**src/rtl/fetch_unit.sv**
```systemverilog
// Instruction-fetch stage: PC register, imem addressing, redirects, stalls, halt detection.
// Optional single-step debug gating is compiled in with `define FETCH_STEP_EN.
module fetch_unit #(
    parameter int unsigned  B         = 32,
    parameter int unsigned  ADDR_W    = 7,
    parameter logic [B-1:0] HALT_WORD = B'(32'hFFFF_FFFF)
) (
    input  logic              clk,
    input  logic              reset,
    input  logic              disa,
    input  logic              branch_taken,
    input  logic [B-1:0]      branch_target,
    input  logic              jump,
    input  logic [B-1:0]      jump_target,
    input  logic              step_mode,
    input  logic              step_pulse,
    output logic [ADDR_W-1:0] imem_addr,
    input  logic [B-1:0]      imem_data,
    output logic [B-1:0]      pc_incrementado_out,
    output logic [B-1:0]      instruction_out,
    output logic [B-1:0]      pc_out,
    output logic              halted,
    output logic [31:0]       fetch_count
);

    localparam int unsigned CNT_W = 32;

`ifdef FETCH_STEP_EN
    typedef enum logic [1:0] {
        ST_RUN       = 2'd0,
        ST_HALT      = 2'd1,
        ST_STEP_IDLE = 2'd2
    } state_e;
`else
    typedef enum logic [1:0] {
        ST_RUN  = 2'd0,
        ST_HALT = 2'd1
    } state_e;

    logic step_unused;
    assign step_unused = step_mode | step_pulse;
`endif

    state_e             state_q, state_d;
    logic [B-1:0]       pc_q, pc_d;
    logic [CNT_W-1:0]   count_q, count_d;
    logic               redirect;
    logic               issue;
    logic               send;
    logic [B-1:0]       target;

    // State, PC and issue counter
    always_ff @(posedge clk or posedge reset) begin
        if (reset) begin
            state_q <= ST_RUN;
            pc_q    <= '0;
            count_q <= '0;
        end else begin
            state_q <= state_d;
            pc_q    <= pc_d;
            count_q <= count_d;
        end
    end

    // Next-state, next-PC and the gated instruction presented to IF/ID
    always_comb begin
        state_d         = state_q;
        pc_d            = pc_q;
        count_d         = count_q;
        instruction_out = '0;

        redirect = (jump | branch_taken) && (state_q != ST_HALT);
        target   = jump ? jump_target : branch_target;
`ifdef FETCH_STEP_EN
        issue = !redirect && !disa && (state_q != ST_HALT)
                && ((state_q == ST_RUN) || step_pulse);
`else
        issue = !redirect && !disa && (state_q != ST_HALT);
`endif
        // A fetched halt word is swallowed: PC holds and the FSM parks in HALT
        send = issue && (imem_data != HALT_WORD);

        if (redirect) begin
            pc_d = target;
        end else if (send) begin
            pc_d = pc_q + B'(4);
        end

        if (send) begin
            count_d         = count_q + CNT_W'(1);
            instruction_out = imem_data;
        end

        case (state_q)
            ST_RUN: begin
                if (issue && !send) begin
                    state_d = ST_HALT;
                end
`ifdef FETCH_STEP_EN
                else if (step_mode) begin
                    state_d = ST_STEP_IDLE;
                end
            end
            ST_STEP_IDLE: begin
                if (issue && !send) begin
                    state_d = ST_HALT;
                end else if (!step_mode) begin
                    state_d = ST_RUN;
                end
`endif
            end
            ST_HALT: state_d = ST_HALT;
            default: state_d = ST_RUN;
        endcase
    end

    assign imem_addr           = pc_q[ADDR_W+1:2];
    assign pc_out              = pc_q;
    assign pc_incrementado_out = pc_q + B'(4);
    assign halted              = (state_q == ST_HALT);
    assign fetch_count         = count_q;

endmodule

```
**config.mk**
```make
export PLATFORM = sky130hd
export DESIGN_NAME = fetch_unit
export DESIGN_NICKNAME = d
export VERILOG_FILES = /design/src/rtl/fetch_unit.sv
export SDC_FILE = /design/constraint.sdc
export NUM_CORES = 1
export LEC_CHECK = 0
export CORE_MARGIN = 10
export CORE_UTILIZATION = 40
export DETAILED_ROUTE_END_ITERATION = 12
export GPL_TIMING_DRIVEN = 0
export PLACE_DENSITY_LB_ADDON = 0.15
export SLEW_MARGIN = 20
export SYNTH_ARGS = -nofsm -noshare
export SYNTH_HDL_FRONTEND = slang
export SYNTH_SLANG_ARGS = --single-unit
```
**constraint.sdc**
```tcl
create_clock -name clk -period 2.96 [get_ports clk]
set_clock_uncertainty 0.1 [all_clocks]
set_input_delay 0.592 -clock clk [delete_from_list [all_inputs] [get_ports clk]]
set_output_delay 0.592 -clock clk [all_outputs]
set_load 0.005 [all_outputs]
```
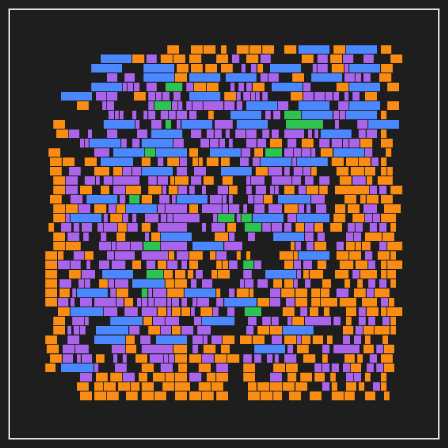
run_1/placement_by_type.png
class	colour	cells	share of their area
other buffers and delay cells	orange	330	39%
clock drivers and dummy loads	green	16	2.6%
combinational and other logic	purple	382	37%
flops	blue	65	22%
Core Area: 0.0107 sq mm
Core Rows: 38

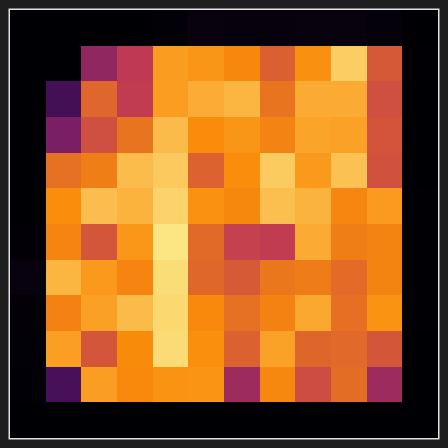
run_1/cell_density.png
The die is cut into 12 by 12 equal tiles; black is low, pale yellow is high, 0 to 100% covered.
emptiest ninth of the die	north-west
densest ninth of the die	centre
fullest tile	95%
nearly empty tiles	29%
mean over tiles	49%
FP Core Util: 40.5%
final core occ: 72.1%

==> impl_metrics.tcl, run 1 <==
# collected from the flow reports
set metrics [dict create \
    required_ns 2.27 \
    ys_chip_area_sq_mm 0.00436 \
    fin_nets 893 \
    final_cells 934 \
    peakVddDrop_mv 0.301 \
    die_w_um 124 \
    status "completed" \
    synth_cell_types 45 \
    finalHoldViolations 0 \
    die_area_sq_mm 0.0155 \
    warnings 30 \
    hold_end "fetch_count[31]" \
    drt_iter0_markers 385 \
    rrSetupSlack_ns 0.63 \
    htree_levels 3 \
    busiest_layer "met2" \
    routed_wl_um 19800 \
    drcViolationCount 0 \
    root_buffer "clkbuf_8" \
    wl_met1_um 8010 \
    mostFrequentLayoutCells "clkdlybuf4s50_1, buf_4, dfrtp_1, xnor2_1, buf_2" \
    synthArstFlopShare_pct 100 \
    grt_use_met1_pct 28.1 \
    grt.total_usage_pct 24.0 \
    route.met2.wl_um 9930 \
    critical_path_class "flop to output port" \
    avgSynthCellArea_sq_um 8.96 \
    critical_path.endpoint_type "output port" \
    wl_per_cell_um 21.2 \
    hold_buffers 0 \
]
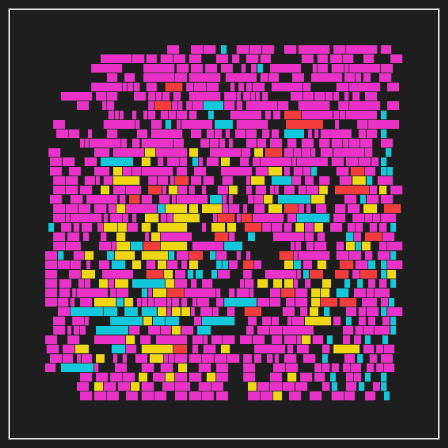
run_1/sizes.png
size	colour	cells	most used
_2 cells	cyan	84	buf_2
_0 and _1 cells	magenta	590	clkdlybuf4s50_1
_3 and _4 cells	yellow	87	buf_4
_6 and larger	red	32	clkbuf_8
Non-clk bufs: 330
post-layout worst setup margin: 0.0189 ns
design area: 0.00775 sq mm

## run 1: cell families after synthesis
logic type	after synthesis	share of synthesized area [%]
flops	65	37.3
xor+xnor	59	11.9
compound gates	88	14.9
simple gates	195	24.8
buf+inv	57	5.95
fa+ha+maj	2	0.574
mux	20	4.60
## run 1: final cells by class
cell class	instances	area, sq um
fill	851	3000
multi-input combinational	364	2740
timing repair buffer	293	2670
sequential	65	1640
buffer	37	260
tap	140	175
clock buffer	9	124
clock inverter	7	75.1
inverter	18	70.1
antenna	1	2.50
## run 1: Yosys cell counts (all sizes together) (6+ instances only)
cell / n / share of area [%]
a32o: 8 / 1.8
nor2: 33 / 3.0
o21ai: 13 / 1.5
o21a: 12 / 2.1
inv: 18 / 1.6
a21oi: 15 / 1.7
nand3: 27 / 3.3
buf: 22 / 2.9
clkbuf: 17 / 1.5
o221a: 6 / 1.6
mux2i: 20 / 4.6
nand2: 37 / 3.2
xor2: 17 / 3.4
nand4: 27 / 4.4
nor2b: 12 / 1.7
a211oi: 15 / 2.6
nor3: 8 / 1.2
and3: 39 / 5.6
xnor2: 42 / 8.4
dfrtp: 65 / 37
nor4: 7 / 1.5
## run 1: flip-flops by register name, indices dropped and copies added (netlist names)
name,flops
pc_out,32
state_q,1
fetch_count,32
## run 1: through the flow
step	setup WS, ns	hold slack [ns]
2_1_floorplan	0.450	0.368
3_3_place_gp	-0.665	0.360
3_5_place_dp	-0.693	0.363
4_1_cts	-0.210	0.379
5_1_grt	-0.0446	0.402
6_report	0.0189	0.375
## run 1: power by group
group	switching, mW	internal (mW)	total (mW)
registers	0.116	0.975	1.09
clock network	0.404	0.397	0.801
logic	0.418	0.567	0.986
total	0.938	1.94	2.88
run_1/io_fan.png
The bar under the picture is 20 um long.
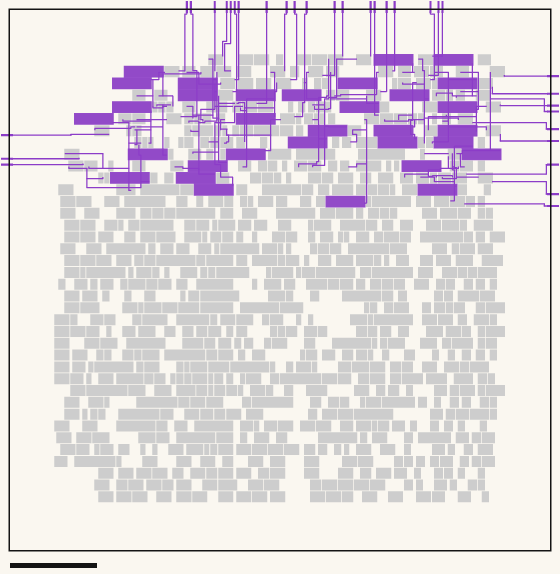

==> run 2: changes to the inputs <==
- CORE_UTILIZATION: 40 -> 30
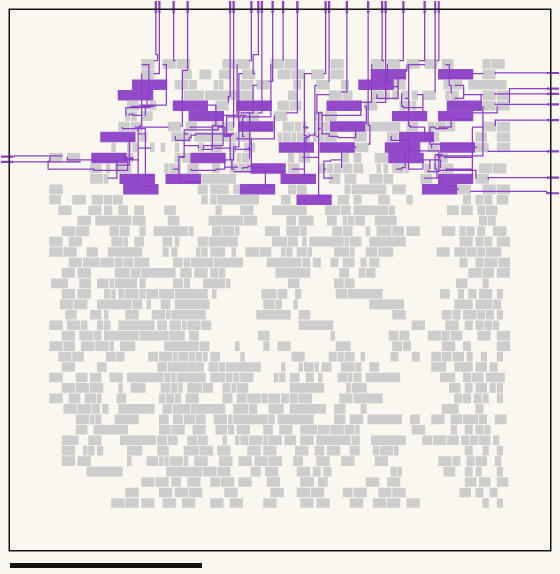
run_2/io_fan.png
The bar under the picture is 50 um long.
port	colour	bits	direction	edge	end cells	buffers	wire
fetch_count	purple	32	output	22 north, 8 east, 2 west	32	32	1,550 um
I/O Buffers: 236
I/O pin total: 239

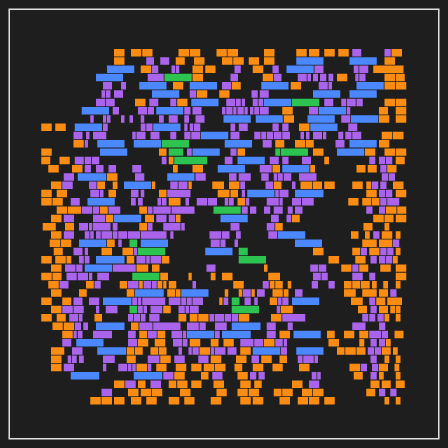
run_2/placement_by_type.png
class	colour	cells	share of their area
combinational and other logic	purple	382	36%
clock drivers and dummy loads	green	16	4.0%
other buffers and delay cells	orange	325	38%
flops	blue	65	22%
Core Rows: 43
final core occ: 55.6%
fraction of area in registers: 21.0%

==> impl_metrics.tcl, run 2 <==
# collected from the flow reports
set metrics [dict create \
    synth-xor-area-share_pct 11.9 \
    mostFrequentLayoutCells "clkdlybuf4s50_1, buf_4, dfrtp_1, xnor2_1, dlygate4sd2_1" \
    largest_area_cell "dfrtp_1" \
    ys_chip_area_sq_mm 0.00436 \
    hold_slack_ns 0.375 \
    worst_slack_ns 0.0744 \
    hold_end "fetch_count[31]" \
    status "completed" \
    die_w_um 140 \
    yosys-top-cells-area "dfrtp_1, xnor2_1, and3_1, mux2i_1, nand4_1" \
    rrSetupSlack_ns 0.56 \
    top_cell_area_share_pct 37.3 \
    synthTopCellsByCount "dfrtp_1, xnor2_1, and3_1, nand2_1, nor2_1" \
    wl_met1_um 8090 \
    peakVddDrop_mv 0.289 \
    drt_iter0_markers 277 \
    fillers 1301 \
    synth_cell_types 45 \
    hold_buffers 0 \
    stdcell_area_sq_mm 0.00781 \
    critical_path.endpoint_type "output port" \
    fa_ha_area_share_pct 0.575 \
    synthArstFlopShare_pct 100 \
    most_common_cell "dfrtp_1" \
    required_ns 2.27 \
    critical_path_class "input port to output port" \
    simple_gate_share_pct 24.8 \
    drcViolationCount 0 \
]
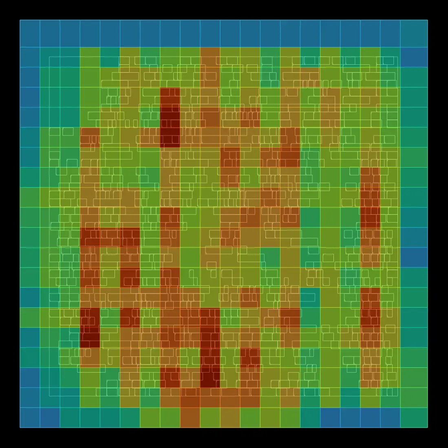
run_2/congestion.png
busiest layer in global routing: met2
met1 usage: 22.0%
routing usage on met2: 34.1%
DR WL/cell: 21.0 um
gr usage total: 19.4%

## run 2: netlist changes by cell type in the layout (fill, tap and decap cells not counted), moves of 6 or more
cell	previous run	this run
dlygate4sd2_1	24	38
clkbuf_8	15	4
clkbuf_16	0	9
dlymetal6s2s_1	12	4
buf_2	37	30
clkbuf_2	11	5
## run 2: area by class of cell
class | count | area share [%]
Sequential cell | 65 | 21.0
Clock inverter | 6 | 0.849
Tap cell | 180 | 2.88
Inverter | 18 | 0.897
Timing Repair Buffer | 288 | 33.8
Clock buffer | 10 | 3.06
Buffer | 37 | 2.98
Multi-Input combinational cell | 364 | 34.5
## run 2: what timing repair did
action,4_1_cts,5_1_grt
setup buffers,42,8
endpoints found under the setup margin,61,34
gates cloned,1,0
resized,215,31
hold endpoints to repair,0,0
pin swaps,32,12
## run 2: power by group
part / internal (mW) / total, mW / switching [mW]
sequential: 0.977 / 1.09 / 0.117
clock: 0.676 / 1.10 / 0.423
combinational: 0.567 / 0.978 / 0.411
total: 2.22 / 3.17 / 0.952
## run 2: through the flow
step / power (mW) / instances / util, %
after global placement: 2.03 / 902 / 49.4
after detailed placement: 2.05 / 903 / 49.7
after floorplan: 1.43 / 486 / -
after CTS: 3.19 / 961 / 55.1
after global routing: 3.32 / 968 / 55.6
final: 3.17 / 968 / 55.6
## run 2: cells by family (layout without fill, tap and decap cells)
family | after synthesis | after routing
DFF | 65 | 65
muxes | 20 | 20
and+or+nand+nor | 195 | 195
xor gates and xnor gates | 59 | 59
AOI/OAI and AO/OA | 88 | 88
buffers and inverters | 57 | 359
adders and majority gates | 2 | 2
## run 2: worst max-delay path: cells and delay by family
| family | cells | cell delay [ns] |
|---|---|---|
| and+or+nand+nor | 2 | 0.51 |
| buffers and inverters | 4 | 1.09 |
Power and IR drop assume default switching activity.
